### src/rtl/rtc_read_seq.sv
// rtl/rtc_read_seq.sv - RTC multiplexed address/data bus read sequencer
module rtc_read_seq #(
    parameter int T_SETUP = 2,
    parameter int T_PULSE = 4,
    parameter int T_HOLD  = 2,
    parameter int T_GAP   = 2
) (
    input  logic       clk,
    input  logic       reset,
    input  logic       start,
    input  logic [7:0] addr,
    input  logic [7:0] data_in,
    output logic [7:0] bus_out,
    output logic       bus_oe,
    output logic       CS,
    output logic       RD,
    output logic       WR,
    output logic       AD,
    output logic       busy,
    output logic       done,
    output logic [7:0] data_out,
    output logic [6:0] data_bin,
    output logic       bcd_err
);

    typedef enum logic [3:0] {
        IDLE, A_SETUP, A_PULSE, A_HOLD, GAP, D_SETUP, D_PULSE, D_HOLD, DONE
    } state_t;

    // Counter reload values: a state lasting T cycles is entered with T-1.
    localparam logic [3:0] LD_SETUP = 4'(T_SETUP - 1);
    localparam logic [3:0] LD_PULSE = 4'(T_PULSE - 1);
    localparam logic [3:0] LD_HOLD  = 4'(T_HOLD - 1);
    localparam logic [3:0] LD_GAP   = 4'(T_GAP - 1);

    state_t     state, state_n;
    logic [3:0] cnt, cnt_n;
    logic [7:0] addr_q, addr_n;
    logic       capture;

    logic [7:0] bus_out_nx;
    logic       bus_oe_nx, cs_nx, rd_nx, wr_nx, ad_nx, busy_nx, done_nx;

    // The byte on the pad is taken on the last cycle of the RD pulse.
    assign capture = (state == D_PULSE) && (cnt == 4'd0);

    // Next-state: walk the phases, reloading the down-counter on each entry.
    // DONE spends one strobes-high cycle before the done pulse cycle.
    always_comb begin
        state_n = state;
        cnt_n   = (cnt != 4'd0) ? cnt - 4'd1 : cnt;
        addr_n  = addr_q;
        case (state)
            IDLE: begin
                if (start) begin
                    state_n = A_SETUP;
                    cnt_n   = LD_SETUP;
                    addr_n  = addr;
                end
            end
            A_SETUP: if (cnt == 4'd0) begin state_n = A_PULSE; cnt_n = LD_PULSE; end
            A_PULSE: if (cnt == 4'd0) begin state_n = A_HOLD;  cnt_n = LD_HOLD;  end
            A_HOLD:  if (cnt == 4'd0) begin state_n = GAP;     cnt_n = LD_GAP;   end
            GAP:     if (cnt == 4'd0) begin state_n = D_SETUP; cnt_n = LD_SETUP; end
            D_SETUP: if (cnt == 4'd0) begin state_n = D_PULSE; cnt_n = LD_PULSE; end
            D_PULSE: if (cnt == 4'd0) begin state_n = D_HOLD;  cnt_n = LD_HOLD;  end
            D_HOLD:  if (cnt == 4'd0) begin state_n = DONE;    cnt_n = 4'd1;     end
            DONE:    if (cnt == 4'd0) begin state_n = IDLE;    cnt_n = 4'd0;     end
            default: begin state_n = IDLE; cnt_n = 4'd0; end
        endcase
    end

    // Output decode from the next state, so the pins come straight off flops.
    always_comb begin
        bus_out_nx = 8'h00;
        bus_oe_nx  = 1'b0;
        cs_nx      = 1'b1;
        rd_nx      = 1'b1;
        wr_nx      = 1'b1;
        ad_nx      = 1'b1;
        busy_nx    = 1'b1;
        done_nx    = 1'b0;
        case (state_n)
            IDLE: busy_nx = 1'b0;
            A_SETUP, A_HOLD: begin
                cs_nx = 1'b0; ad_nx = 1'b0; bus_oe_nx = 1'b1; bus_out_nx = addr_n;
            end
            A_PULSE: begin
                cs_nx = 1'b0; ad_nx = 1'b0; bus_oe_nx = 1'b1; bus_out_nx = addr_n;
                wr_nx = 1'b0;
            end
            D_SETUP, D_HOLD: cs_nx = 1'b0;
            D_PULSE: begin cs_nx = 1'b0; rd_nx = 1'b0; end
            DONE:    done_nx = (cnt_n == 4'd0);
            default: ;
        endcase
    end

    // State, counter, latched address and registered pin outputs.
    always_ff @(posedge clk or posedge reset) begin
        if (reset) begin
            state   <= IDLE;
            cnt     <= 4'd0;
            addr_q  <= 8'h00;
            bus_out <= 8'h00;
            bus_oe  <= 1'b0;
            CS      <= 1'b1;
            RD      <= 1'b1;
            WR      <= 1'b1;
            AD      <= 1'b1;
            busy    <= 1'b0;
            done    <= 1'b0;
        end else begin
            state   <= state_n;
            cnt     <= cnt_n;
            addr_q  <= addr_n;
            bus_out <= bus_out_nx;
            bus_oe  <= bus_oe_nx;
            CS      <= cs_nx;
            RD      <= rd_nx;
            WR      <= wr_nx;
            AD      <= ad_nx;
            busy    <= busy_nx;
            done    <= done_nx;
        end
    end

    // Read data register, held until the next capture.
    always_ff @(posedge clk or posedge reset) begin
        if (reset)
            data_out <= 8'h00;
        else if (capture)
            data_out <= data_in;
    end

    // Bit 7 is the clock-halt/format flag and is not part of the BCD value.
    assign data_bin = 7'(data_out[6:4]) * 7'd10 + 7'(data_out[3:0]);
    assign bcd_err  = (data_out[3:0] > 4'd9) | ({1'b0, data_out[6:4]} > 4'd9);

endmodule

### config.mk
export PLATFORM = sky130hd
export DESIGN_NAME = rtc_read_seq
export DESIGN_NICKNAME = d
export VERILOG_FILES = /design/src/rtl/rtc_read_seq.sv
export SDC_FILE = /design/constraint.sdc
export NUM_CORES = 1
export LEC_CHECK = 0
export ABC_CLOCK_PERIOD_IN_PS = 2600
export CORE_UTILIZATION = 41
export CTS_BUF_LIST = sky130_fd_sc_hd__clkbuf_4
export DETAILED_ROUTE_END_ITERATION = 10
export PLACE_DENSITY = 0.8
export SYNTH_ARGS = -nofsm -noshare
export SYNTH_HDL_FRONTEND = slang
export SYNTH_SLANG_ARGS = --single-unit
### constraint.sdc
create_clock -name clk -period 2.6 [get_ports clk]
set_input_delay 0.52 -clock clk [delete_from_list [all_inputs] [get_ports clk]]
set_output_delay 0.52 -clock clk [all_outputs]
set_load 0.02 [all_outputs]
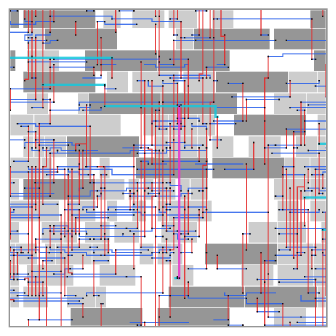
run_1/detail.png
Region (14, 14) to (54, 54) µm. Cells in gray, sequential cells in the stronger gray; small squares are vias.
Key: red = metal 2; magenta = metal 4; cyan = metal 3; blue = metal 1
101 logic cells have their middle in the window. Netlist names of flops here include data_out (5), addr_q (4), state (4). Most frequent: dfrtp_1 (17), mux2_2 (7). Sequential cells in the window: 20.

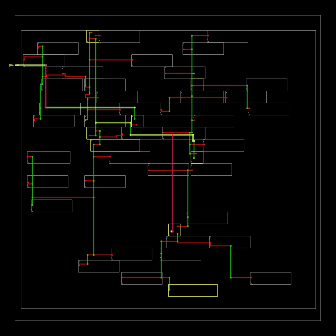
run_1/clocks.png
count of flip-flops and latches: 39
final worst clock skew: 0.00563 ns
clock buffers created by TritonCTS: 5
clock insertion delay at the later pin of the skew report: 0.34 ns

==> run summary, run 1 <==
Implementation run completed; key figures follow.

Detailed routing:
- In the routed design, unresolved DRC markers number 0.
- The run gives the total vias in the final route as 1307.
- Wire segments on met3 add up to 202 µm in the final route.

Clock network:
- Per the CTS log, the maximum H-tree level is 2.
- The run puts the register clock-pin slew on the reported worst setup and hold paths at 0.11 ns.

Synth:
- The run gives the synthesized area per cell as 12.2 µm².
- The run puts the xor and xnor fraction of the mapped netlist area at 0.0336.
- By count the netlist is led by 35 x sky130_fd_sc_hd__dfrtp_1, 16 x sky130_fd_sc_hd__mux2_2, 12 x sky130_fd_sc_hd__inv_1, 11 x sky130_fd_sc_hd__nor2b_1, 9 x sky130_fd_sc_hd__ha_1.
- The run gives the library cell occupying the most area in the post-synthesis netlist as sky130_fd_sc_hd__dfrtp_1.
- The run gives the count of instantiated cells in the yosys netlist as 150.
- In this run, the synthesized area fraction spent on AND-OR/OR-AND gates is recorded as 0.0748.

Layout:
- The run gives the combined area of the multi-input logic cells as 769 µm².
- The area taken by sequential standard cells is reported as 981 µm².
- The run puts the final design instance area without fill at 2480 µm².
- The run puts the number of antenna cells inserted at 0.
- The run gives the end-of-flow core utilization as 0.598.

Flow run:
- The run gives the number of max-capacitance violations reported as 0.

Placed design:
- The run gives the instance area at placement as 2380 µm².
- Detailed placement ended at an HPWL of 2.46 mm.
- The final weighted congestion recorded by global placement is 0.806.

Pwr:
- The power report attributes to the combinational group a share of 0.567.
- Sequential cells consume a total of 1110 µW.
- The run gives the power of the clock network as 504 µW.
- In this run the static leakage power is 0.00111 µW.
- The run gives the total design power as 3730 µW.
- The largest share of the power goes to combinational logic.

Timing:
- The run puts the final-layout setup total negative slack at 0 ns.
- The run gives the hold violation total from the final report as 0.
- Headroom to the max-slew limit came out at 0.491.
- The run gives the final critical delay including setup and external delays as 2.53 ns.
- Based on the critical path, the design can be clocked at up to 396 MHz.
- Dividing the final minimum period by the clock period gives 0.972.
- Setup repair after global routing could not meet its margin everywhere.

Worst setup path:
- The run gives the cell with the biggest individual delay on the critical path as sky130_fd_sc_hd__dfrtp_1.
- In this design, the stage delay of the slowest critical-path cell is 0.43 ns.
- The run gives the worst path arrival time as 2.01 ns.
- The run gives the worst flop-to-flop path startpoint as cnt[0].
- Per STA, the worst path accumulates the most delay in the family adder cells.
- The run gives the capturing instance or port of the critical path as data_bin[5].
- The run gives the type of the worst setup path as flop to output pin.

Outcome:
- The flow ran to the end, and the final reports show no timing, DRC or antenna violations.

Global route:
- The run puts the met1 track demand over resource in global routing at 0.198.
- Looking at the global route congestion table, the highest-usage layer is met2.
- The run puts the initial antenna violation count at 0.
- The run puts the met3 demand-to-capacity share in global routing at 0.0345.

Floorplanning:
- The run puts the horizontal die size at 68.7 µm.
- The run puts the chip height at 68.7 µm.
- The run gives the floorplan utilization as 0.440.
- The run puts the core area at 4140 µm².

Hold path:
- The launch point of the worst min-delay path is recorded as addr_q[6].
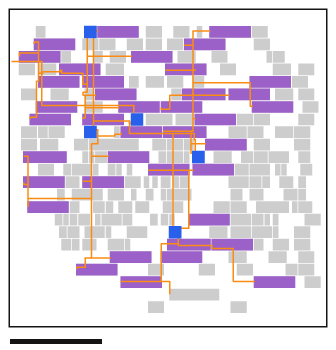
run_1/clk_routes.png
Scale bar: 20 µm.
Key: purple = flip-flops [count 39]; blue = clock drivers [count 5]; orange = clock wires [length 440 µm]
There are 6 routed clock nets.

-- run 1: cell type report --
cell class              instances  area share
clock buffers                   6      0.0182
clock inverters                 2      0.0242
repair buffers                 54       0.206
flip-flops and latches         39       0.396
multi-input cells              93       0.310
inverters                      13      0.0197
well taps                      50      0.0252
-- run 1: timing repair --
action | 4_1_cts | 5_1_grt
setup endpoints to repair | 5 | 4
gates resized | 9 | 10
gates cloned | 0 | 0
pin swaps | 0 | 1
setup buffers | 0 | 1
-- run 1: registers in the layout, summed over array words and instances (netlist names) --
| register | count |
|---|---|
| CS | 1 |
| done | 1 |
| data_out | 8 |
| bus_out | 8 |
| addr_q | 8 |
| AD | 1 |
| busy | 1 |
| RD | 1 |
| bus_oe | 1 |
| WR | 1 |
| state | 4 |
| cnt | 4 |
run_1/layer_met3.png
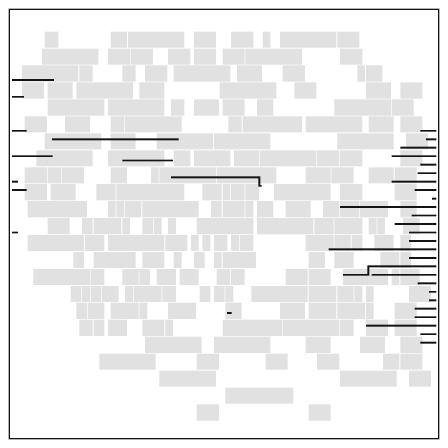

==> run 2: changes to the inputs <==
- CTS_BUF_LIST: sky130_fd_sc_hd__clkbuf_4 -> not set
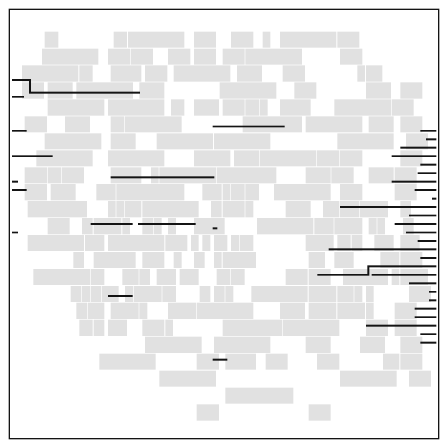
run_2/layer_met3.png
The layer holds 6.7% of the routed length. 35 nets have wire on it. The layer carries 226 µm of wire. The longest straight run is 17.5 µm. The wires run mostly horizontal.

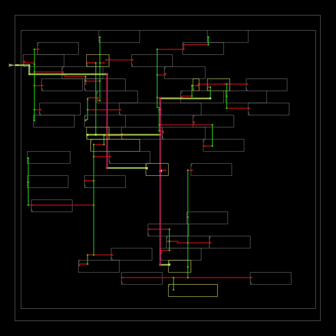
run_2/clocks.png
final worst clock skew: 0.00601 ns
clock network power: 588 µW
clock insertion delay at the later pin of the skew report: 0.29 ns
final-layout clock buffer total: 6

==> run summary, run 2 <==
Implementation run completed; key figures follow.

Global route:
- The run gives the most used routing layer in global routing as met2.
- The run puts the met3 demand-to-capacity share in global routing at 0.0510.
- The run gives the initial antenna violation count as 0.

Layout:
- The number of multi-input combinational cells in the layout is 93.
- By area, sequential cells come first.
- The run gives the sequential standard cell area as 981 µm².
- In the final layout, the registers with the most flip-flops are addr_q x8, bus_out x8, data_out x8.
- There are 39 flip-flops and latches.
- The run puts the non-clock buffer instance count of the final layout at 53.
- The run gives the final design instance area without fill as 2510 µm².
- The run puts the combined area of the multi-input logic cells at 769 µm².
- Registers represent a cell area share of 0.391.
- The run puts the clock tree cell share of total cell area at 0.0529.
- Measured on the final layout, buffering overhead outside the clock network stands at 0.204.
- The final layout report lists a non-clock inverter count of 13.
- The run gives the number of antenna cells inserted as 0.
- The run gives the logic gate fraction of the total cell area as 0.307.

Worst setup path:
- The run gives the capturing instance or port of the critical path as data_bin[4].
- The launch point of the worst register-to-register path is recorded as cnt[0].
- The run gives the type of the worst setup path as flop to output pin.
- The run gives the cell with the biggest individual delay on the critical path as sky130_fd_sc_hd__dfrtp_1.
- The run gives the kind of cell with the highest combined delay on the critical path as adder cells.
- The run gives the worst path arrival time as 1.96 ns.
- The run puts the maximum cell stage delay along the critical path at 0.41 ns.

Detailed routing:
- The run puts the DRC violation count after routing at 0.
- The run puts the routed length per instance at 13.2 µm.
- The run puts the aggregate routed wire length at 3.39 mm.
- After detailed routing, the met3 layer carries 226 µm of wire.
- The run puts the initial DRC count at 16.
- The run gives the total vias in the final route as 1289.

Synth:
- The run puts the synthesized area per cell at 12.2 µm².
- After synthesis, the most frequently instantiated cells are 35 x sky130_fd_sc_hd__dfrtp_1, 16 x sky130_fd_sc_hd__mux2_2, 12 x sky130_fd_sc_hd__inv_1, 11 x sky130_fd_sc_hd__nor2b_1, 9 x sky130_fd_sc_hd__ha_1.
- The run puts the post-synthesis chip area from yosys at 1820 µm².
- The run puts the count of instantiated cells in the yosys netlist at 150.
- In this run, the synthesized area fraction spent on AND-OR/OR-AND gates is recorded as 0.0748.
- The synthesized design spends more area on one cell type than any other, namely sky130_fd_sc_hd__dfrtp_1.

Pwr:
- The run gives the total design power as 3800 µW.
- Summed over all cells, the static leakage comes to 0.00113 µW.

Timing:
- The run puts the relative slew slack at 0.491.
- Setup repair after global routing left no endpoint under its margin.
- The run puts the final-layout setup total negative slack at 0 ns.
- Hold-check failures listed in the final report amount to 0.
- The run puts the maximum clock frequency at 404 MHz.
- The smallest clock period supported by the final layout is computed as 2.48 ns.
- The run gives the final hold slack as 0.497 ns.
- The final timing summary puts the cycle share of the worst path at 0.953.

Clock network:
- Clock tree synthesis inserted a total of 5 buffers.
- The run puts the register clock-pin slew on the reported worst setup and hold paths at 0.07 ns.
- The H-tree was split into 2 levels.

Floorplanning:
- The die is 68.7 µm wide.
- The run puts the core area at 4140 µm².
- The run gives the count of inserted tapcells as 50.
- According to the floorplan report, the die height is 68.7 µm.
- For this configuration, the core starts out at a cell density of 0.440.

Placed design:
- In this run, placement finished with an instance count of 248.
- Per the detailed placement report, the placed cell area equals 2380 µm².
- The run puts the placed wire-length estimate at 2.46 mm.

Flow run:
- The run gives the number of max-capacitance violations reported as 0.

Outcome:
- The run finished with clean final reports.

Hold path:
- The tightest min-delay check is of the flop to flop type.
- Per the hold report, the tightest min-delay path originates at addr_q[2].
-- run 2: repair_timing --
| action | CTS | global route |
|---|---|---|
| setup buffers | 0 | 0 |
| gates resized | 7 | 7 |
| hold buffers | 0 | 0 |
| setup endpoints to repair | 4 | 5 |
-- run 2: per-stage QoR --
step           worst slack, ns  utilization
2_1_floorplan            0.375            -
3_3_place_gp            0.0254        0.574
3_5_place_dp           -0.0258        0.574
4_1_cts                -0.0496        0.606
5_1_grt                0.00299        0.605
6_report                 0.122        0.605
-- run 2: where the power goes --
part           switching (µW)  internal [µW]  total (µW)
Clock                     204            383         588
Combinational            1060           1040        2100
Sequential                221            891        1110
Total                    1480           2320        3800
run_2/metal_density.png
Scale bar: 20 µm. The die is cut into 14 by 14 equal tiles; white is low, dark blue is high, scaled to the fullest tile. Values are wire area over tile area, all layers added.
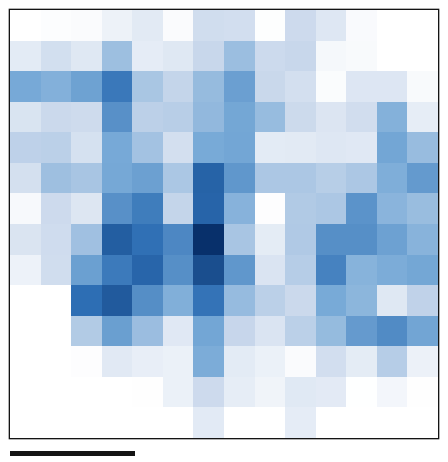

==> run 3: changes to the inputs <==
- GPL_TIMING_DRIVEN: not set -> 0
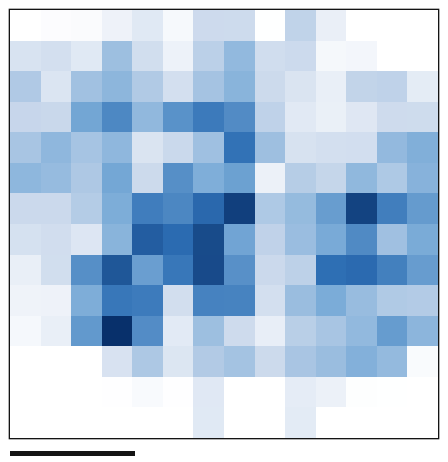
run_3/metal_density.png
Scale bar: 20 µm. The die is cut into 14 by 14 equal tiles; white is low, dark blue is high, scaled to the fullest tile. Values are wire area over tile area, all layers added.
The emptiest ninth of the die: upper right. 20% of the tiles are over half the peak. The fullest tile reaches 0.39. 17% of the tiles are nearly empty. The densest ninth of the die: center. The mean over all tiles is 0.12.

==> run summary, run 3 <==
Implementation run completed; key figures follow.

Clock network:
- The run gives the total number of H-tree levels as 2.
- The run gives the hold buffer count at cts as 0.
- The run gives the number of CTS-inserted buffers as 5.
- The run gives the register clock-pin slew on the reported worst setup and hold paths as 0.07 ns.
- The run gives the setup fix buffers added after clock tree synthesis as 0.
- The run puts the clock latency on the worst-skew pair at 0.30 ns.

Layout:
- The run gives the combined area of the multi-input logic cells as 769 µm².
- The layout has 6 clock buffers.
- The run gives the end-of-flow core utilization as 0.591.
- After layout, the buffer instance count without clock buffers stands at 54.
- The run puts the fraction of area in registers at 0.400.
- The run gives the number of antenna cells inserted as 0.
- In the final layout, the registers with the most flip-flops are addr_q x8, bus_out x8, data_out x8.
- The run gives the final design instance area without fill as 2450 µm².
- The biggest slice of the area belongs to sequential cells.
- The run puts the inverter count of the layout excluding clock inverters at 13.
- Multi-input logic gates represent a cell area share of 0.314.
- The run gives the data-path buffer share of cell area in the final layout as 0.205.
- The run gives the sequential standard cell area as 981 µm².
- The run puts the clock tree cell share of total cell area at 0.0347.

Synth:
- After synthesis, the most frequently instantiated cells are 35 x sky130_fd_sc_hd__dfrtp_1, 16 x sky130_fd_sc_hd__mux2_2, 12 x sky130_fd_sc_hd__inv_1, 11 x sky130_fd_sc_hd__nor2b_1, 9 x sky130_fd_sc_hd__ha_1.
- The run puts the post-synthesis chip area from yosys at 1820 µm².
- The run puts the count of instantiated cells in the yosys netlist at 150.
- The run puts the synthesized area per cell at 12.2 µm².
- The cell type that accounts for the most area after synthesis is sky130_fd_sc_hd__dfrtp_1.

Floorplanning:
- The run gives the count of inserted tapcells as 50.
- The run puts the number of ports placed on the die boundary at 50.
- The run puts the horizontal die size at 68.7 µm.
- The run puts the floorplan utilization at 0.440.
- The run puts the chip height at 68.7 µm.
- The run puts the core area at 4140 µm².

Pwr:
- The run gives the internal power contribution as 2100 µW.
- Of the total power, registers draw 0.293.
- The power report lists the sequential group at 1050 µW.
- The share of total power dissipated in combinational logic is 0.598.
- The run puts the power spent charging and discharging nets at 1500 µW.
- The run gives the power of the clock network as 393 µW.
- The run puts the switching share of power at 0.418.
- Looking at the group totals, the largest power group turns out to be combinational logic.
- The run gives the leakage power summed over all cells as 0.00110 µW.
- Combinational power for this build is 2150 µW.
- The run gives the total design power as 3600 µW.
- The run puts the relative contribution of the clock network to total power at 0.109.

Hold path:
- The startpoint identified for the worst hold timing path is addr_q[3].
- The tightest min-delay check is of the flop to flop type.

Detailed routing:
- The run puts the total vias in the final route at 1308.
- Detailed-route iteration 0 reported a violation count of 38.
- After detailed routing, the average wire length per cell comes to 13.5 µm.
- The run gives the met3 wire length as 239 µm.
- The run gives the aggregate routed wire length as 3.46 mm.
- The run gives the DRC violation count after routing as 0.

Global route:
- The run puts the met3 demand-to-capacity share in global routing at 0.0576.
- The run gives the initial antenna violation count as 0.
- Global route summary, busiest routing layer listed as met2.
- The run puts the met1 track demand over resource in global routing at 0.194.

Flow run:
- The run reported a max-capacitance violation count of 0.

Timing:
- The run puts the final hold slack at 0.495 ns.
- Per the timing report, the achievable frequency comes out to 405 MHz.
- The run puts the final critical-path share of the clock period at 0.950.
- The run gives the final critical delay including setup and external delays as 2.47 ns.
- The run gives the hold violation total from the final report as 0.
- Setup repair after global routing could not meet its margin everywhere.
- The run gives the total setup violations reported at the end of the flow as 0.
- The run puts the worst clock skew on the final layout at 0.0104 ns.

Worst setup path:
- At the worst endpoint, the arrival time is 1.95 ns.
- Broken down by cell family, the worst path's largest delay share belongs to adder cells.
- According to the timing report, the critical path is launched from data_out[4].
- For reference, the most critical setup path is categorized as flop to output pin.
- In this run the critical register-to-register path is launched from cnt[0].
- On the worst path, the slowest cell contributes a delay of 0.43 ns.
- Looking at the critical path, the single cell with the biggest stage delay is sky130_fd_sc_hd__dfrtp_1.

Placed design:
- After its last routability iteration, the placer logged a weighted congestion of 0.805.
- The run gives the placed wire-length estimate as 2.47 mm.
- Once placement completed, the tool counted placed cells totaling 249.
- The run puts the post-place setup slack at -0.0686 ns.

Outcome:
- The run finished with clean final reports.
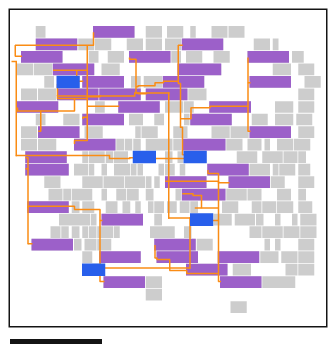
run_3/clk_routes.png
Scale bar: 20 µm.
Key: orange = clock wires [length 468 µm]; blue = clock drivers [count 5]; purple = flip-flops [count 39]
Position of the flops: all over the die. There are 6 routed clock nets.

==> run 3: cell counts after synthesis <==
Identical to the previous run, type by type.
==> run 3: repair_timing <==
action,in CTS,in global routing
gates resized,9,7
gates cloned,0,0
pin swaps,0,0
hold endpoints to repair,0,0
endpoints found under the setup margin,5,3
==> run 3: worst reg2reg max path, delay by kind of cell, from the launching register on <==
family                     cells  cell delay, ns
AOI/OAI and AO/OA              4            0.58
adders and majority gates      2            0.46
buffers and inverters          2            0.23
DFF                            1            0.44
and+or+nand+nor                1            0.40
==> run 3: cell families after synthesis <==
family                   count (synthesis)  synth area share
buffers and inverters                   18            0.0419
multiplexers                            17             0.104
adder cells (fa/ha/maj)                 10            0.0728
flip-flops                              39             0.538
AND/OR/NAND/NOR                         40             0.135
XOR/XNOR                                 7            0.0336
AND-OR/OR-AND                           19            0.0748
Power and IR drop assume default switching activity.
